==> config.mk <==
export PLATFORM = sky130hd
export DESIGN_NAME = demux_rr_dispatch_flat
export DESIGN_NICKNAME = d
export VERILOG_FILES = /design/src/rtl/demux_rr_dispatch_if.sv /design/src/rtl/demux_rr_dispatch.sv /design/src/flat_wrapper.sv
export SDC_FILE = /design/constraint.sdc
export NUM_CORES = 1
export LEC_CHECK = 0
export CAP_MARGIN = 20
export CORE_MARGIN = 5
export CORE_UTILIZATION = 47
export DETAILED_ROUTE_END_ITERATION = 6
export GPL_ROUTABILITY_DRIVEN = 0
export HOLD_SLACK_MARGIN = 0.12
export PLACE_DENSITY_LB_ADDON = 0.15
export SKIP_CTS_REPAIR_TIMING = 1
export SLEW_MARGIN = 20
export SYNTH_ARGS = -nofsm -noshare
export SYNTH_HDL_FRONTEND = slang
export SYNTH_SLANG_ARGS = --single-unit
export TNS_END_PERCENT = 100
==> constraint.sdc <==
create_clock -name clk -period 2 [get_ports clk]
set_clock_uncertainty 0.1 [all_clocks]
set_input_delay 0.2 -clock clk [delete_from_list [all_inputs] [get_ports clk]]
set_output_delay 0.2 -clock clk [all_outputs]
set_load 0.02 [all_outputs]
==> src/rtl/demux_rr_dispatch_if.sv <==
// Bundle of the source-side handshake and the lane-side bus of the
// round-robin / directed demux dispatcher. The dispatcher takes the
// slave view. The producer/consumer environment takes the master view.
interface demux_rr_dispatch_if #(
  parameter int NUM_OUT = 2,
  parameter int DATA_W  = 8,
  parameter int SEL_W   = (NUM_OUT <= 2) ? 1 : $clog2(NUM_OUT)
);

  logic               in_valid;
  logic               in_ready;
  logic [DATA_W-1:0]  in_data;
  logic [SEL_W-1:0]   in_sel;
  logic               rr_mode;
  logic [NUM_OUT-1:0] out_valid;
  logic [NUM_OUT-1:0] out_ready;
  logic [DATA_W-1:0]  out_data;
  logic [SEL_W-1:0]   cur_sel;
  logic               busy;
  logic [7:0]         drop_cnt;

  modport master (
    output in_valid, in_data, in_sel, rr_mode, out_ready,
    input  in_ready, out_valid, out_data, cur_sel, busy, drop_cnt
  );

  modport slave (
    input  in_valid, in_data, in_sel, rr_mode, out_ready,
    output in_ready, out_valid, out_data, cur_sel, busy, drop_cnt
  );

endinterface

==> src/rtl/demux_rr_dispatch.sv <==
// demux_rr_dispatch: sequences a 1:NUM_OUT demux.
// It accepts one word in IDLE and holds it on a single lane until that lane
// takes it, or until TIMEOUT stalled cycles pass and the word is dropped.
// The lane is the requested in_sel (directed) or an internal round-robin pointer.
// Optional macro DISPATCH_STATS_EN adds per-lane delivery counters
// (lane_cnt) and their synchronous clear (stats_clr).
module demux_rr_dispatch #(
  parameter int NUM_OUT = 2,
  parameter int DATA_W  = 8,
  parameter int TIMEOUT = 15,
  parameter int SEL_W   = (NUM_OUT <= 2) ? 1 : $clog2(NUM_OUT)
) (
  input  logic                   clk,
  input  logic                   rst,
  demux_rr_dispatch_if.slave     bus
`ifdef DISPATCH_STATS_EN
  ,
  input  logic                   stats_clr,
  output logic [NUM_OUT*8-1:0]   lane_cnt
`endif
);

  typedef enum logic {
    IDLE = 1'b0,
    HOLD = 1'b1
  } state_t;

  state_t             r_state;
  state_t             w_next_state;

  logic [DATA_W-1:0]  r_out_data;
  logic [NUM_OUT-1:0] r_out_valid;
  logic [SEL_W-1:0]   r_target;
  logic [SEL_W-1:0]   r_rr_ptr;
  logic               r_rr_word;
  logic [7:0]         r_wait_cnt;
  logic [7:0]         r_drop_cnt;

  logic               w_in_ready;
  logic               w_accept;
  logic               w_sel_oob;
  logic               w_load;
  logic               w_transfer;
  logic               w_timeout;
  logic               w_leave_hold;
  logic               w_drop;
  logic               w_ptr_adv;
  logic [SEL_W-1:0]   w_req_sel;
  logic [SEL_W-1:0]   w_ptr_inc;

  // The directed select is out of range when it names a lane that does not exist.
  assign w_sel_oob = ({1'b0, bus.in_sel} >= (SEL_W+1)'(NUM_OUT));
  assign w_req_sel = bus.rr_mode ? r_rr_ptr : bus.in_sel;
  assign w_ptr_inc = (r_rr_ptr == SEL_W'(NUM_OUT-1)) ? '0 : r_rr_ptr + 1'b1;

  // State register. Reset returns to IDLE and discards any held word.
  always_ff @(posedge clk) begin
    if (rst) begin
      r_state <= IDLE;
    end else begin
      r_state <= w_next_state;
    end
  end

  // Next state and per-cycle strobes. A transfer beats a coincident timeout.
  always_comb begin
    w_next_state = r_state;
    w_in_ready   = 1'b0;
    w_accept     = 1'b0;
    w_load       = 1'b0;
    w_transfer   = 1'b0;
    w_timeout    = 1'b0;
    w_leave_hold = 1'b0;
    w_drop       = 1'b0;
    w_ptr_adv    = 1'b0;
    case (r_state)
      IDLE: begin
        w_in_ready = !rst;
        w_accept   = bus.in_valid && w_in_ready;
        if (w_accept) begin
          if (!bus.rr_mode && w_sel_oob) begin
            w_drop = 1'b1;
          end else begin
            w_load       = 1'b1;
            w_next_state = HOLD;
          end
        end
      end
      HOLD: begin
        w_transfer = |(bus.out_ready & r_out_valid);
        w_timeout  = !w_transfer && (r_wait_cnt == 8'(TIMEOUT-1));
        if (w_transfer || w_timeout) begin
          w_leave_hold = 1'b1;
          w_drop       = w_timeout;
          w_ptr_adv    = r_rr_word;
          w_next_state = IDLE;
        end
      end
      default: begin
        w_next_state = IDLE;
      end
    endcase
  end

  // Capture the accepted word. The target lane and mode are sampled only at accept.
  always_ff @(posedge clk) begin
    if (rst) begin
      r_out_data <= '0;
      r_target   <= '0;
      r_rr_word  <= 1'b0;
    end else begin
      if (w_accept) begin
        r_out_data <= bus.in_data;
      end
      if (w_load) begin
        r_target  <= w_req_sel;
        r_rr_word <= bus.rr_mode;
      end
    end
  end

  // One-hot lane valid. It rises the cycle after accept and falls on leaving HOLD.
  always_ff @(posedge clk) begin
    if (rst) begin
      r_out_valid <= '0;
    end else if (w_load) begin
      r_out_valid <= NUM_OUT'(1) << w_req_sel;
    end else if (w_leave_hold) begin
      r_out_valid <= '0;
    end
  end

  // Count stalled HOLD cycles. The count clears whenever HOLD is left.
  always_ff @(posedge clk) begin
    if (rst) begin
      r_wait_cnt <= '0;
    end else if ((r_state == HOLD) && !w_leave_hold) begin
      r_wait_cnt <= r_wait_cnt + 8'd1;
    end else begin
      r_wait_cnt <= '0;
    end
  end

  // Round-robin pointer. It moves only when a word taken in RR mode leaves HOLD.
  always_ff @(posedge clk) begin
    if (rst) begin
      r_rr_ptr <= '0;
    end else if (w_ptr_adv) begin
      r_rr_ptr <= w_ptr_inc;
    end
  end

  // Saturating count of words lost to a bad select or a timeout.
  always_ff @(posedge clk) begin
    if (rst) begin
      r_drop_cnt <= '0;
    end else if (w_drop && (r_drop_cnt != 8'hFF)) begin
      r_drop_cnt <= r_drop_cnt + 8'd1;
    end
  end

  assign bus.in_ready  = w_in_ready;
  assign bus.out_valid = r_out_valid;
  assign bus.out_data  = r_out_data;
  assign bus.cur_sel   = (r_state == HOLD) ? r_target : r_rr_ptr;
  assign bus.busy      = (r_state == HOLD);
  assign bus.drop_cnt  = r_drop_cnt;

`ifdef DISPATCH_STATS_EN
  logic [7:0] r_lane_cnt [NUM_OUT];

  // Per-lane saturating delivery counters. Clear wins over a same-cycle delivery.
  always_ff @(posedge clk) begin
    if (rst || stats_clr) begin
      for (int i = 0; i < NUM_OUT; i++) begin
        r_lane_cnt[i] <= '0;
      end
    end else if (w_transfer) begin
      for (int i = 0; i < NUM_OUT; i++) begin
        if (r_out_valid[i] && (r_lane_cnt[i] != 8'hFF)) begin
          r_lane_cnt[i] <= r_lane_cnt[i] + 8'd1;
        end
      end
    end
  end

  // Flatten the counters onto the lane_cnt bus, with lane 0 in the low byte.
  always_comb begin
    lane_cnt = '0;
    for (int i = 0; i < NUM_OUT; i++) begin
      lane_cnt[i*8 +: 8] = r_lane_cnt[i];
    end
  end
`endif

endmodule

==> src/flat_wrapper.sv <==
// flat-port wrapper written by rule: the top's interface ports become plain ports
module demux_rr_dispatch_flat 
#(
  parameter int NUM_OUT = 2,
  parameter int DATA_W  = 8,
  parameter int TIMEOUT = 15,
  parameter int SEL_W   = (NUM_OUT <= 2) ? 1 : $clog2(NUM_OUT)
)
  (clk, rst, bus_in_valid, bus_in_data, bus_in_sel, bus_rr_mode, bus_out_ready, bus_in_ready, bus_out_valid, bus_out_data, bus_cur_sel, bus_busy, bus_drop_cnt);
  demux_rr_dispatch_if #(.NUM_OUT(NUM_OUT), .DATA_W(DATA_W), .SEL_W(SEL_W)) bus_i ();
  input  logic clk;
  input  logic rst;
  input wire logic [$bits(bus_i.in_valid)-1:0] bus_in_valid;
  input wire logic [$bits(bus_i.in_data)-1:0] bus_in_data;
  input wire logic [$bits(bus_i.in_sel)-1:0] bus_in_sel;
  input wire logic [$bits(bus_i.rr_mode)-1:0] bus_rr_mode;
  input wire logic [$bits(bus_i.out_ready)-1:0] bus_out_ready;
  output wire logic [$bits(bus_i.in_ready)-1:0] bus_in_ready;
  output wire logic [$bits(bus_i.out_valid)-1:0] bus_out_valid;
  output wire logic [$bits(bus_i.out_data)-1:0] bus_out_data;
  output wire logic [$bits(bus_i.cur_sel)-1:0] bus_cur_sel;
  output wire logic [$bits(bus_i.busy)-1:0] bus_busy;
  output wire logic [$bits(bus_i.drop_cnt)-1:0] bus_drop_cnt;
  assign bus_i.in_valid = bus_in_valid;
  assign bus_i.in_data = bus_in_data;
  assign bus_i.in_sel = bus_in_sel;
  assign bus_i.rr_mode = bus_rr_mode;
  assign bus_i.out_ready = bus_out_ready;
  assign bus_in_ready = bus_i.in_ready;
  assign bus_out_valid = bus_i.out_valid;
  assign bus_out_data = bus_i.out_data;
  assign bus_cur_sel = bus_i.cur_sel;
  assign bus_busy = bus_i.busy;
  assign bus_drop_cnt = bus_i.drop_cnt;
  demux_rr_dispatch #(.NUM_OUT(NUM_OUT), .DATA_W(DATA_W), .TIMEOUT(TIMEOUT), .SEL_W(SEL_W)) u_core (.clk(clk), .rst(rst), .bus(bus_i));
endmodule
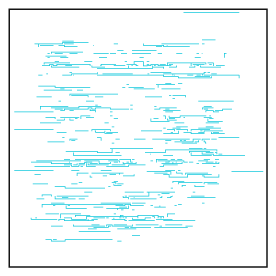
Figure 1: M1 wires.
(4 px per um)
main direction: horizontal
longest straight run: 20.2 um
wire length on this layer: 1,320 um
nets with wire on the layer: 190
total number of vias: 1,202
met1 Use GR: 17.9%
DRT Wirelength: 2.92 mm

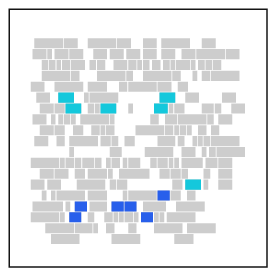
Figure 2: gate-type map.
(4 px per um)
legend:
  xor and xnor cells:
    color: blue
    cells: 6
    most_used: xor2_1
    where: bottom center
  mux cells:
    color: cyan
    cells: 6
    most_used: mux2_2
    where: center
most frequent logic cell in the layout: clkdlybuf4s50_1
Comb area share: 39.7%
post-route insts no fill: 226

## stage by stage
stage / hold WS (ns) / cell area, um2
floorplan: 0.209 / 1370
global placement: 0.343 / 1770
detailed placement: 0.356 / 1770
CTS: 0.306 / 1850
global route: 0.348 / 1850
finish: 0.319 / 1850
## cells in the mapped netlist, types with 2 or more instances
cell type / number
a21oi_1: 9
a311oi_1: 3
and2_1: 2
buf_2: 3
clkbuf_1: 3
dfxtp_1: 30
ha_1: 3
inv_1: 3
mux2_2: 4
nand2_1: 20
nand2b_1: 12
nand3_1: 4
nand4_1: 2
nor2_1: 16
nor2b_1: 5
o21ai_0: 10
o31ai_1: 2
or4_1: 2
xor2_1: 5
==> changes_impl.md <==
### Changed

* Detail Placement HPWL at around 2.2 mm
* WP data required at between 1.5 and 2 ns
* Global-route met3 utilization at around 5.4%
* Yosys cell count at between 150 and 200
* Buffer share of cell area at approximately a fifth
* Sinks on the clock net at 30
* IO buf count at 35
* Inverters, non-clock at 3
* Slowest CP cell: clkdlybuf4s50_1
* Clock-pin slew on the worst setup and hold paths at 0.10 ns
* P_int at 0.951 mW
* Cells after synthesis at between 150 and 200
* Gate power share at between 10% and 20%
* Detailed Route Iter0 Violations at 65
* Crit-path cells: mux2_2 -> clkdlybuf4s50_1
* FF-to-FF path depth at 6
* Clk pwr at 0.445 mW
* R2r endpoint: u_core.bus.drop_cnt[4]
* Fillcell total at about 230
* Mux cell area share at around 4.8%
* Post-synth EDFFs at 0
* Tapcells at 31
* Mapped Area at around 0.0014 mm2
* Final setup violation count at 0
* Fin crit share at between 90 and 100%
* OpenROAD warning count at 27
* Synth-to-layout area growth at 34.9%
* Worst hold path class: in -> reg
* Final Critical Period at between 1.5 and 2 ns
* Final clock-cell share at around 4.3%
* Root Driver: clkbuf_4
* Io pins at 36
* CP Class: reg -> out
* Leak at just under 0.7 nW
* Share of cells above drive strength 1 at between 10% and 20%
* Sequential cell area share at 32.4%
* Largest net degree at the start of global routing at 27
* FP Core Util at about half
* Row cnt at 19
* Cell family contributing the most delay on the critical path: buffers and inverters
* Hold Startpoint: bus_in_data[1]
* Peak VDD IR at 0.598 mV
* Synth cell types at 34
* Final worst slack at 0.0810 ns
* WL met2 at between 1 and 1.5 mm
* CTS tree: yes
* Max-slew violation count at 0
* Status: complete, no violations
* Buffer-and-inverter tally for the worst setup path at 1
* NumNets Final at ~210
* Yosys xor share at around 3.8%
* Core area at 0.00278 mm2
* Multi-input logic area at approximately 740 um2
* Cell area leaders: dfxtp_1 (44%), nand2_1 (5.5%), nand2b_1 (5.5%)
* Worst r2r src: u_core.r_wait_cnt[0]
* Crit-path max FO at 5
* Synth Warn # at 0
* DRC at 0
* WHS Endpoint: u_core.bus.out_data[1]
* CP Data Arrival Time at ~1.6 ns
* Dominant kind of combinational cell: simple AND/OR/NAND/NOR gates
* DR top layer: met4
* Post-DR vias/cell at roughly 5.3
* Die Footprint at 0.00410 mm2
* Final TNS setup at 0 ns
* Total track usage at between 10% and 20%
* Delay of the slowest critical-path stage at ~0.54 ns
* Syn avg cell area at around 9 um2
* Startpoint Class: register
* Actual slew at the worst max-slew pin at 0.394 ns
* Post-synthesis cell type with the largest combined area: dfxtp_1
* Initial antenna violation count at 0
* Max power group: sequential cells
* Die Wd at 64.1 um
Power figures rest on the tool's default switching activity, not on a simulated workload.
